--- src/rtl/axi_addr_arbiter.sv ---
// axi_addr_arbiter: IDLE/BUSY AXI address-channel grant arbiter with hold timeout; define AXI_ARB_RR_EN for round-robin master select
module axi_addr_arbiter #(
  parameter int NUM_MASTERS    = 2,
  parameter int WRITE_PRIORITY = 1,
  parameter int MAX_HOLD       = 16
) (
  input  logic                           clk,
  input  logic                           rst,
  input  logic [NUM_MASTERS-1:0]         arvalid_m,
  input  logic [NUM_MASTERS-1:0]         awvalid_m,
  input  logic                           txn_done,
  output logic [NUM_MASTERS-1:0]         arvalid_sel,
  output logic [NUM_MASTERS-1:0]         awvalid_sel,
  output logic                           grant_valid,
  output logic [$clog2(NUM_MASTERS)-1:0] grant_id,
  output logic                           grant_write,
  output logic                           timeout
);
  localparam int IW = $clog2(NUM_MASTERS);
  typedef enum logic {IDLE, BUSY} state_t;
  state_t r_state, w_state;
  logic [7:0] r_hold, w_hold;
  logic [NUM_MASTERS-1:0] r_ar, r_aw, w_ar, w_aw, w_req, w_oh;
  logic [IW-1:0] r_id, w_id, w_pick;
  logic r_gw, w_gw, r_to, w_to, w_any, w_dir_wr;
  assign w_any    = |{arvalid_m, awvalid_m};
  assign w_dir_wr = (WRITE_PRIORITY != 0) ? |awvalid_m : ~|arvalid_m;
  assign w_req    = w_dir_wr ? awvalid_m : arvalid_m;
  assign w_oh     = {{(NUM_MASTERS-1){1'b0}}, 1'b1} << w_pick;
`ifdef AXI_ARB_RR_EN
  logic [IW-1:0] r_ptr;
  logic [IW:0] w_sum;
  always_comb begin
    w_pick = '0;
    w_sum  = '0;
    for (int k = NUM_MASTERS-1; k >= 0; k--) begin
      w_sum = {1'b0, r_ptr} + (IW+1)'(k);
      w_sum = (w_sum >= (IW+1)'(NUM_MASTERS)) ? w_sum - (IW+1)'(NUM_MASTERS) : w_sum;
      if (w_req[w_sum[IW-1:0]]) w_pick = w_sum[IW-1:0];
    end
  end
  always_ff @(posedge clk) begin
    if (rst) r_ptr <= '0;
    else if (r_state == IDLE && w_any) r_ptr <= (w_pick == IW'(NUM_MASTERS-1)) ? '0 : w_pick + IW'(1);
  end
`else
  always_comb begin
    w_pick = '0;
    for (int i = NUM_MASTERS-1; i >= 0; i--) if (w_req[i]) w_pick = IW'(i);
  end
`endif
  always_comb begin
    w_state = r_state;
    w_hold  = r_hold;
    w_ar    = r_ar;
    w_aw    = r_aw;
    w_id    = r_id;
    w_gw    = r_gw;
    w_to    = 1'b0;
    if (r_state == IDLE) begin
      w_state = w_any ? BUSY : IDLE;
      w_hold  = '0;
      w_ar    = (w_any && !w_dir_wr) ? w_oh : '0;
      w_aw    = (w_any && w_dir_wr) ? w_oh : '0;
      w_id    = w_any ? w_pick : '0;
      w_gw    = w_any & w_dir_wr;
    end else if (txn_done || r_hold == 8'(MAX_HOLD-1)) begin
      w_state = IDLE;
      w_hold  = '0;
      w_ar    = '0;
      w_aw    = '0;
      w_id    = '0;
      w_gw    = 1'b0;
      w_to    = ~txn_done;
    end else begin
      w_hold  = r_hold + 8'd1;
    end
  end
  always_ff @(posedge clk) begin
    if (rst) begin
      r_state <= IDLE;
      r_hold  <= '0;
      r_ar    <= '0;
      r_aw    <= '0;
      r_id    <= '0;
      r_gw    <= 1'b0;
      r_to    <= 1'b0;
    end else begin
      r_state <= w_state;
      r_hold  <= w_hold;
      r_ar    <= w_ar;
      r_aw    <= w_aw;
      r_id    <= w_id;
      r_gw    <= w_gw;
      r_to    <= w_to;
    end
  end
  assign arvalid_sel = r_ar;
  assign awvalid_sel = r_aw;
  assign grant_valid = |{r_ar, r_aw};
  assign grant_id    = r_id;
  assign grant_write = r_gw;
  assign timeout     = r_to;
endmodule

--- config.mk ---
export PLATFORM = sky130hd
export DESIGN_NAME = axi_addr_arbiter
export DESIGN_NICKNAME = d
export VERILOG_FILES = /design/src/rtl/axi_addr_arbiter.sv
export SDC_FILE = /design/constraint.sdc
export NUM_CORES = 1
export LEC_CHECK = 0
export CELL_PAD_IN_SITES_DETAIL_PLACEMENT = 2
export CELL_PAD_IN_SITES_GLOBAL_PLACEMENT = 2
export CORE_MARGIN = 1
export CORE_UTILIZATION = 31
export CTS_CLUSTER_DIAMETER = 80
export DETAILED_ROUTE_END_ITERATION = 10
export PLACE_DENSITY = 0.85
export SYNTH_ARGS = -nofsm -noshare
export SYNTH_HDL_FRONTEND = slang
export SYNTH_SLANG_ARGS = --single-unit
--- constraint.sdc ---
create_clock -name clk -period 3.3 [get_ports clk]
set_clock_uncertainty 0.15 [all_clocks]
set_input_delay 0.66 -clock clk [delete_from_list [all_inputs] [get_ports clk]]
set_output_delay 0.66 -clock clk [all_outputs]
set_load 0.05 [all_outputs]
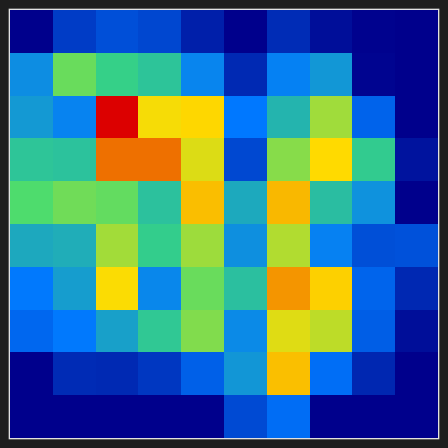
route_heat.png
10 x 10 tiles, from dark blue (low) to red (high), scaled to the fullest tile. Values are wire area over tile area, all layers added.
The fullest tile reaches 0.33. 18% of the tiles are nearly empty. The emptiest ninth of the die: lower left. 26% of the tiles are over half the peak. The mean over all tiles is 0.11.

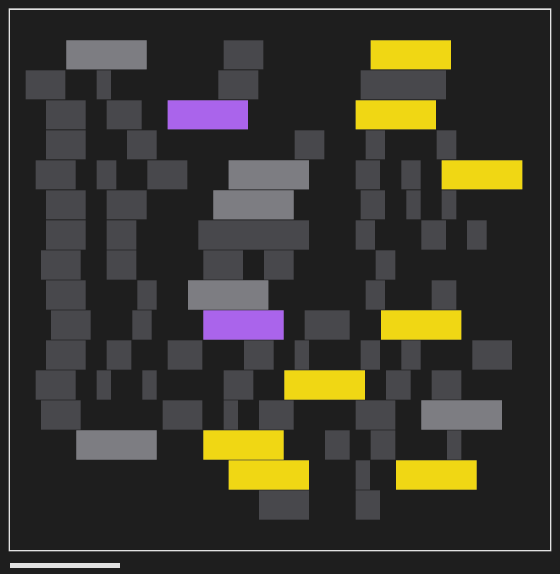
ff_map.png
The bar under the picture is 10 um long.
Yellow stands for r_hold, sequential cells 8. Purple stands for arvalid_sel, sequential cells 2.

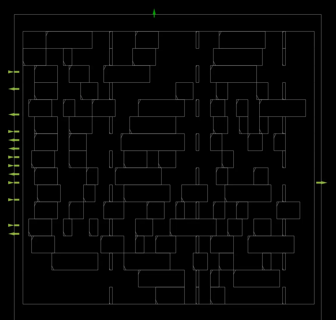
placed.png
FF+latch count: 16
total core area: 2020 sq um
final cell count without fillers: 108
Fillers: 211
sequential cell area share: 0.371

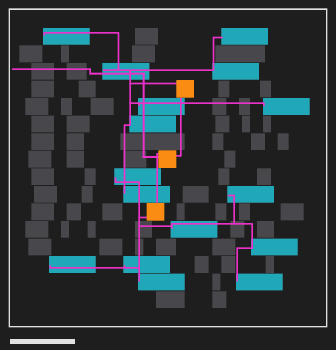
clock_wires.png
The bar under the picture is 10 um long.
Cyan stands for flip-flops, count 16. Orange stands for clock-net drivers, count 3. Magenta stands for clock wires, length 222 um.
There are 4 routed clock nets.

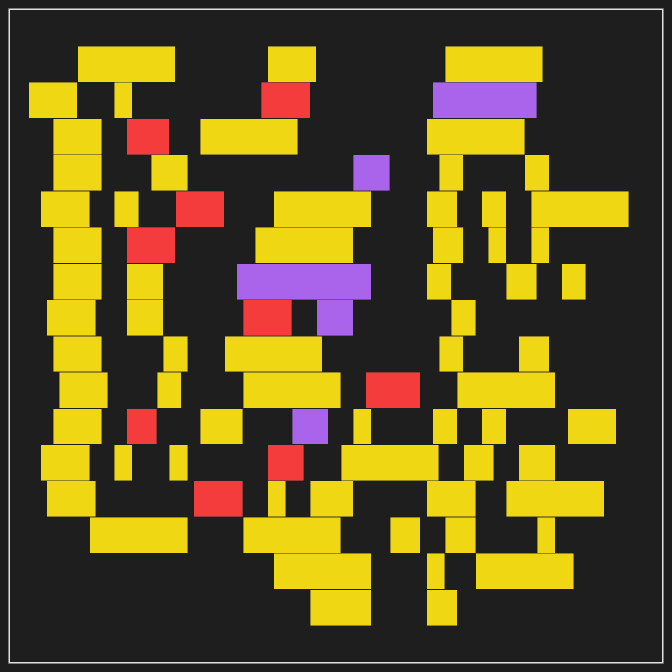
sizing.png
Yellow stands for x1 and smaller, cells 67, share 83%, most used dfxtp_1. Red stands for x2, cells 9, share 11%, most used a22o_2. Purple stands for x3 and x4, cells 5, share 6.2%, most used clkbuf_4.

==> results.toml <==
# yosys + openroad results
[status]
outcome = "finished, final reports clean"

[global_routing]
grt_first_pass_wirelength_um = 2870
grt_max_degree = 9
grt_antenna_before_repair = 0
gr-total-overflow = 0

[pwr]
power_w = 0.000365
irDropWorstVdd_v = 0.000166

[logic_synthesis]
numSynthFlops = 16
portion_of_the_post_synthesis_area_used_by_sequential_elements = 0.469
mappedNetlistArea_sq_um = 683
yosysTopAreaCellShare = 0.469
avgSynthCellArea_sq_um = 10.4
enable_flop_cells = 0
synth.net_count = 74

[timing]
relSlewSlack = 0.666
finalHoldViolations = 0
tightestPinTransition_ns = 0.499
finalSetupViolCount = 0
timing.fmax_mhz = 373
timing.final.max_slew_violations = 0
setup-tns-final_ns = 0

[cts]
cts_hold_buffers = 0
worst_setup_hold_path_clk_slew_ns = 0.10
cts_tree = "done"
clock_tree.root_cell = "sky130_fd_sc_hd__clkbuf_4"
clock.latency.late_pin_ns = 0.28
htree_levels = 1
clock_path_buffers = 2

[die]
rows = 16
die_width_um = 48.9
pin_count = 15
design.die.area_sq_um = 2400

[critical_path]
required_arrival_time_at_the_worst_endpoint_ns = 2.49
worst-path-max-fanout = 3
worst-endpoint-arrival_ns = 1.87
worst_setup_path_start_kind = "flop"
endpoint_kind = "primary output"

[detailed_routing]
final_antenna_net_count = 0

[finish]
num_antenna_cells = 0
syn2layout_area_growth_pct = 26.4

[placement]
detail_placement_hpwl_um = 1280

[flow_run]
max_cap_viol_count = 0
## power breakdown
| group | switching, W | total, W | internal (W) |
|---|---|---|---|
| combinational | 0.0000341 | 0.0000581 | 0.0000240 |
| sequential | 0.00000540 | 0.000205 | 0.000199 |
| clock | 0.0000602 | 0.000102 | 0.0000423 |
| total | 0.0000997 | 0.000365 | 0.000266 |
## area by class of cell
cell class / count / area share
inverters: 3 / 0.0130
well taps: 27 / 0.0391
clock buffers: 3 / 0.0261
repair buffers: 14 / 0.162
multi-input cells: 45 / 0.388
flip-flops and latches: 16 / 0.371
## synth_stat cells (2+ instances only)
library cell and instances:
sky130_fd_sc_hd__a22o_2 5, sky130_fd_sc_hd__nor2_1 3, sky130_fd_sc_hd__inv_1 3, sky130_fd_sc_hd__o21ai_0 4, sky130_fd_sc_hd__nand3_1 2, sky130_fd_sc_hd__nand4_1 2, sky130_fd_sc_hd__or3_1 4, sky130_fd_sc_hd__nand2_1 3
sky130_fd_sc_hd__a21oi_1 4, sky130_fd_sc_hd__nor3_1 2, sky130_fd_sc_hd__dfxtp_1 16
## state kept, by name, summed over array words and instances (netlist names)
name	cells
r_hold	8
grant_id	1
awvalid_sel	2
grant_write	1
arvalid_sel	2
timeout	1
r_state	1
## critical path, stage by stage (launching register included)
cell and delay, ns:
sky130_fd_sc_hd__dfxtp_1 0.35, sky130_fd_sc_hd__or4_1 0.53, sky130_fd_sc_hd__clkdlybuf4s50_1 0.72
## layer usage
metal | wire length (um) | track usage
met2 | 875 | 0.306
met1 | 713 | 0.174
met4 | 12 | 0.0735
met5 | 0 | 0
met3 | 77 | 0.0280
## cells by family (layout without fill, tap and decap cells)
logic type,after synthesis,in the layout,synth area share
adders and majority gates,1,1,0.0183
and+or+nand+nor,24,24,0.223
xor gates and xnor gates,1,1,0.0128
AOI/OAI and AO/OA,19,19,0.236
buffers and inverters,5,20,0.0403
DFF,16,16,0.469
## per-stage QoR
stage | cell area, sq um | cells | util | worst slack (ns) | hold slack (ns)
floorplan | 683 | 66 | - | 1.19 | 0.291
global placement | 841 | 105 | 0.416 | 0.955 | 0.307
detailed placement | 841 | 105 | 0.416 | 0.920 | 0.311
CTS | 863 | 108 | 0.427 | 0.610 | 0.333
global route | 863 | 108 | 0.427 | 0.575 | 0.350
finish | 863 | 108 | 0.427 | 0.617 | 0.324
## worst max-delay path by stage
| stage | slack, ns | cells after the start | end | start |
|---|---|---|---|---|
| after floorplan | 1.19 | 1 | grant_valid | awvalid_sel[1] |
| after CTS | 0.61 | 2 | grant_valid | awvalid_sel[1] |
| final | 0.62 | 2 | grant_valid | awvalid_sel[1] |
| after global routing | 0.58 | 2 | grant_valid | awvalid_sel[1] |
| after detailed placement | 0.92 | 4 | awvalid_sel[1] | rst |
| after global placement | 0.96 | 2 | grant_valid | awvalid_sel[1] |
Power is estimated from default activity; no workload was simulated.
